**Metal 2**

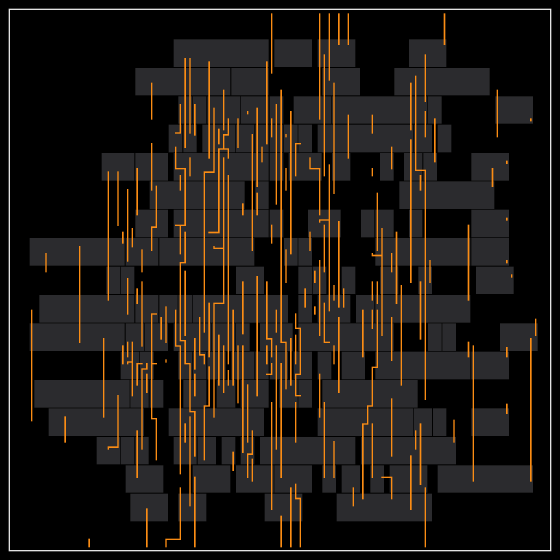
**Met3 routing**

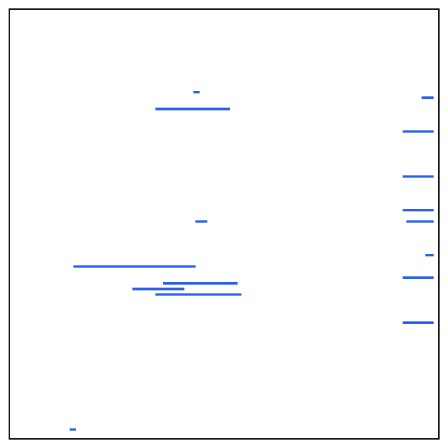
### src/rtl/sar_pkg.sv
// Shared definitions for the SAR unsigned-less-than search controller:
// state encoding, default width and the START-to-DONE latency.
package sar_pkg;

  localparam int SAR_WIDTH_DEFAULT = 8;

  typedef enum logic [1:0] {
    IDLE   = 2'd0,
    TEST   = 2'd1,
    SETTLE = 2'd2
  } sar_state_e;

  // Cycles from the START cycle to the DONE cycle. With settling, every
  // TRIAL load or update is followed by one dead cycle.
  function automatic int sar_latency(input int width, input bit settle);
    return settle ? (2 * width + 1) : (width + 1);
  endfunction

endpackage

### src/rtl/sar_ult_search_if.sv
// Handshake/data bundle between the SAR controller (master) and its
// environment: the requester plus the external ULT comparator (slave).
interface sar_ult_search_if #(parameter int WIDTH = 8);
  logic             START;
  logic             LT;
  logic [WIDTH-1:0] TRIAL;
  logic             BUSY;
  logic             DONE;
  logic [WIDTH-1:0] RESULT;

  modport master (input START, LT, output TRIAL, BUSY, DONE, RESULT);
  modport slave  (output START, LT, input TRIAL, BUSY, DONE, RESULT);
endinterface

### src/rtl/sar_bit_ptr.sv
// One-hot bit pointer for the SAR search: loads the MSB, walks one bit
// towards the LSB per shift, and flags when it sits on bit 0.
module sar_bit_ptr #(
  parameter int WIDTH = 8
) (
  input  logic             CLK,
  input  logic             RESETN,
  input  logic             load,
  input  logic             shift,
  output logic [WIDTH-1:0] ptr,
  output logic             last
);

  // Pointer register; load wins over shift.
  always_ff @(posedge CLK or negedge RESETN) begin
    if (!RESETN) begin
      ptr <= '0;
    end else if (load) begin
      ptr            <= '0;
      ptr[WIDTH-1]   <= 1'b1;
    end else if (shift) begin
      ptr <= ptr >> 1;
    end
  end

  assign last = ptr[0];

endmodule

### src/rtl/sar_ult_search.sv
// Successive-approximation controller driving the trial side of an external
// unsigned less-than comparator. Finds the largest code C with C <= X, one
// compare step per bit, using only bit set/clear operations.
// Build option: define SAR_SETTLE_EN to insert one SETTLE cycle after every
// TRIAL load/update, for comparators with a registered LT output.
module sar_ult_search
  import sar_pkg::*;
#(
  parameter int WIDTH = SAR_WIDTH_DEFAULT
) (
  input  logic             CLK,
  input  logic             RESETN,
  sar_ult_search_if.master bus
);

  sar_state_e       state_q, state_d;
  logic [WIDTH-1:0] trial_q, trial_d;
  logic [WIDTH-1:0] result_q, result_d;
  logic             busy_q, busy_d;
  logic             done_q, done_d;
  logic [WIDTH-1:0] resolved;
  logic [WIDTH-1:0] ptr;
  logic             ptr_last;
  logic             ptr_load, ptr_shift;

  sar_bit_ptr #(.WIDTH(WIDTH)) u_ptr (
    .CLK    (CLK),
    .RESETN (RESETN),
    .load   (ptr_load),
    .shift  (ptr_shift),
    .ptr    (ptr),
    .last   (ptr_last)
  );

  // State and output registers; reset aborts any search without a DONE.
  always_ff @(posedge CLK or negedge RESETN) begin
    if (!RESETN) begin
      state_q  <= IDLE;
      trial_q  <= '0;
      result_q <= '0;
      busy_q   <= 1'b0;
      done_q   <= 1'b0;
    end else begin
      state_q  <= state_d;
      trial_q  <= trial_d;
      result_q <= result_d;
      busy_q   <= busy_d;
      done_q   <= done_d;
    end
  end

  // Next state: resolve the current bit from LT, then arm the next one.
  always_comb begin
    state_d   = state_q;
    trial_d   = trial_q;
    result_d  = result_q;
    busy_d    = busy_q;
    done_d    = 1'b0;
    ptr_load  = 1'b0;
    ptr_shift = 1'b0;
    resolved  = bus.LT ? (trial_q & ~ptr) : trial_q;
    case (state_q)
      IDLE: begin
        if (bus.START) begin
          trial_d          = '0;
          trial_d[WIDTH-1] = 1'b1;
          ptr_load         = 1'b1;
          busy_d           = 1'b1;
`ifdef SAR_SETTLE_EN
          state_d          = SETTLE;
`else
          state_d          = TEST;
`endif
        end
      end
      TEST: begin
        if (!ptr_last) begin
          trial_d   = resolved | (ptr >> 1);
          ptr_shift = 1'b1;
`ifdef SAR_SETTLE_EN
          state_d   = SETTLE;
`else
          state_d   = TEST;
`endif
        end else begin
          trial_d  = resolved;
          result_d = resolved;
          done_d   = 1'b1;
          busy_d   = 1'b0;
          state_d  = IDLE;
        end
      end
`ifdef SAR_SETTLE_EN
      // Comparator output is in flight; LT is not looked at here.
      SETTLE: state_d = TEST;
`endif
      default: state_d = IDLE;
    endcase
  end

  assign bus.TRIAL  = trial_q;
  assign bus.BUSY   = busy_q;
  assign bus.DONE   = done_q;
  assign bus.RESULT = result_q;

endmodule

### src/flat_wrapper.sv
// flat-port wrapper written by rule: the top's interface ports become plain ports
module sar_ult_search_flat import sar_pkg::*;
#(
  parameter int WIDTH = SAR_WIDTH_DEFAULT
)
  (CLK, RESETN, bus_START, bus_LT, bus_TRIAL, bus_BUSY, bus_DONE, bus_RESULT);
  sar_ult_search_if #(.WIDTH(WIDTH)) bus_i ();
  input  logic CLK;
  input  logic RESETN;
  input wire logic [$bits(bus_i.START)-1:0] bus_START;
  input wire logic [$bits(bus_i.LT)-1:0] bus_LT;
  output wire logic [$bits(bus_i.TRIAL)-1:0] bus_TRIAL;
  output wire logic [$bits(bus_i.BUSY)-1:0] bus_BUSY;
  output wire logic [$bits(bus_i.DONE)-1:0] bus_DONE;
  output wire logic [$bits(bus_i.RESULT)-1:0] bus_RESULT;
  assign bus_i.START = bus_START;
  assign bus_i.LT = bus_LT;
  assign bus_TRIAL = bus_i.TRIAL;
  assign bus_BUSY = bus_i.BUSY;
  assign bus_DONE = bus_i.DONE;
  assign bus_RESULT = bus_i.RESULT;
  sar_ult_search #(.WIDTH(WIDTH)) u_core (.CLK(CLK), .RESETN(RESETN), .bus(bus_i));
endmodule
### config.mk
export PLATFORM = sky130hd
export DESIGN_NAME = sar_ult_search_flat
export DESIGN_NICKNAME = d
export VERILOG_FILES = /design/src/rtl/sar_pkg.sv /design/src/rtl/sar_ult_search_if.sv /design/src/rtl/sar_bit_ptr.sv /design/src/rtl/sar_ult_search.sv /design/src/flat_wrapper.sv
export SDC_FILE = /design/constraint.sdc
export NUM_CORES = 1
export LEC_CHECK = 0
export CAP_MARGIN = 20
export CORE_UTILIZATION = 45
export CTS_BUF_LIST = sky130_fd_sc_hd__clkbuf_2 sky130_fd_sc_hd__clkbuf_4 sky130_fd_sc_hd__clkbuf_8
export DETAILED_ROUTE_END_ITERATION = 7
export GPL_TIMING_DRIVEN = 1
export PLACE_DENSITY = 0.78
export SLEW_MARGIN = 40
export SYNTH_ARGS = -nofsm -noshare
export SYNTH_HDL_FRONTEND = slang
export SYNTH_SLANG_ARGS = --single-unit
### constraint.sdc
create_clock -name CLK -period 2 [get_ports CLK]
set_input_delay 0.4 -clock CLK [delete_from_list [all_inputs] [get_ports CLK]]
set_output_delay 0.4 -clock CLK [all_outputs]
set_load 0.03 [all_outputs]
==> run notes <==
• **run status** finished, final reports clean
• **area growth from synthesis to final layout** 22.36%
• **multi-input combinational cell count** 78
• **Post-Place Cells** 159
• **Setup Skew** 5.024 ps
• **M1 GR Usage** 0.2514
• **number of warnings reported in the yosys synthesis log** 0
• **tap cell count** 28
• **crit share post-route** 0.9209
• **DP HPWL** 1454 um
• **data required time of the worst path** 1600 ps
• **pin count of the biggest net entering global routing** 28
• **global routing usage on met3** 0.01754
• **largest delay contributor family on the critical path** buffers and inverters
• **Clock buffer cells** 3
• **type of origin of the critical path** register
• **Logic pwr share** 0.463
• **total length of routed met2 wires** 969 um
• **register fraction of the total cell area** 0.4959
• **synthesis-stage register bit count** 27
• **# Post-CTS Setup Buffers** 0
• **Top cells by area** dfrtp_1 (61%), nand2_1 (12%), o21ai_0 (4.9%)
• **met1 wire length** 962 um
• **smallest setup slack after layout** 158.2 ps
• **worst-margin pin slew** 630.5 ps
• **max-cap violation count** 0
• **die height** 51.75 um
• **number of different library cells in the post-synthesis netlist** 19
• **maximum cell stage delay along the critical path** 690 ps
• **reg2reg start** u_core.state_q[0]$_DFFE_PN0P_
• **number of cells traversed by the worst register-to-register path** 2
• **number of warnings in the stage logs** 26
• **count of cells resized by post-cts repair** 0
• **Pint** 0.001291 W
• **Initial Utilization** 0.4893
• **aggregate global-route resource usage** 0.1812
• **fraction of area in multi-input gates** 0.2874
• **wire length of the first global-routing pass** 3505 um
• **maximum level of the CTS H-tree** 1
• **Final Instance Area** 1363 um^2
• **area of the core** 2276 um^2
• **buffers outside the clock class** 22
• **combinational cell area excluding buffers and inverters** 391.6 um^2
• **instance tally after logic synthesis** 115
• **diode count** 0
• **die outline width** 51.75 um
• **share of Yosys cell area claimed by the top area cell type** 0.6067
• **post-layout utilization of the core** 0.5987
• **number of buffers added by the clock tree synthesis step** 3
• **Worst VDD drop** 0.0009283 V
• **post-CTS clock slew at the launch and capture registers of the worst setup and hold paths** 140 ps
• **post-detailed-route wirelength per cell** 12.51 um
• **min Tclk post-route** 1842 ps
• **kind of critical path** register to output pin
• **mean instance size in the synthesized netlist** 9.683 um^2
• **pre-CTS setup slack** 383.8 ps
• **number of buffers inserted by port buffering** 21
• **area reported by Yosys stat** 1114 um^2
• **NumNets Final** 140
• **net switching power** 0.001012 W
• **overflow left after global routing** 0
• **Top Consumer** combinational cells
• **total cell area at the placement stage** 1335 um^2
• **number of global-route vias before repair** 788
• **timing-limited maximum frequency** 0.5429 GHz
• **biggest area consumer among synthesized cells** dfrtp_1
• **GRT busiest layer** met2
• **DRC violation count after routing** 0
• **Critical path origin** u_core.bus.TRIAL[4]$_DFFE_PN0P_
• **sequential logic power** 0.00101 W
• **Biggest Area Class** flip-flops and latches
• **proportion of layout cells with a drive suffix above 1** 0.04444
• **buffers and inverters on the worst path** 1
• **number of hold violations in the final report** 0
• **flop-to-flop setup slack** 470 ps
• **crit path max fanout** 4
• **hold buffer count at CTS** 0
• **Comb. pwr** 0.00107 W
• **Power Total** 0.002302 W
• **area taken by flip-flops and latches** 675.6 um^2
• **top-level I/O count** 22
• **most common logic cells in the final layout** nand2_1 (37), dfrtp_1 (27), clkdlybuf4s50_1 (21)
• **met2 track demand over resource** 0.2771
• **Logic inverters** 4
• **power density normalized to cell area** 1690 nW/um^2
• **maximum root-to-sink buffer count** 2
About 'metal 2':
nets with wire on the layer: 102
main direction: vertical
longest straight run: 24.1 um
number of vias after detailed routing: 851
post-detailed-routing wire length: 2039 um

About 'met3 routing':
longest straight run: 14.5 um
nets with wire on the layer: 14

## Yosys cell counts, drive strengths merged
master,n
nor2b,3
a32oi,5
buf,5
o21ai,13
nand2,38
o22ai,2
inv,4
o2bb2ai,1
mux2i,1
a22o,4
and2,1
a21oi,5
nand2b,1
nor2,4
dfrtp,27
clkbuf,1
## kinds of logic after synthesis
family / count (synthesis) / share of synthesized area
AND/OR/NAND/NOR: 47 / 0.1719
AND-OR/OR-AND: 30 / 0.1708
flip-flops: 27 / 0.6067
buffers and inverters: 10 / 0.04157
multiplexers: 1 / 0.008989
## flip-flops by register name, summed over array words and instances (netlist names)
register	count
u_core.bus.DONE	1
u_core.u_ptr.ptr	8
u_core.bus.TRIAL	8
u_core.bus.RESULT	8
u_core.state_q	1
u_core.bus.BUSY	1
No activity file was given, so power comes from the tool's default toggle rates.
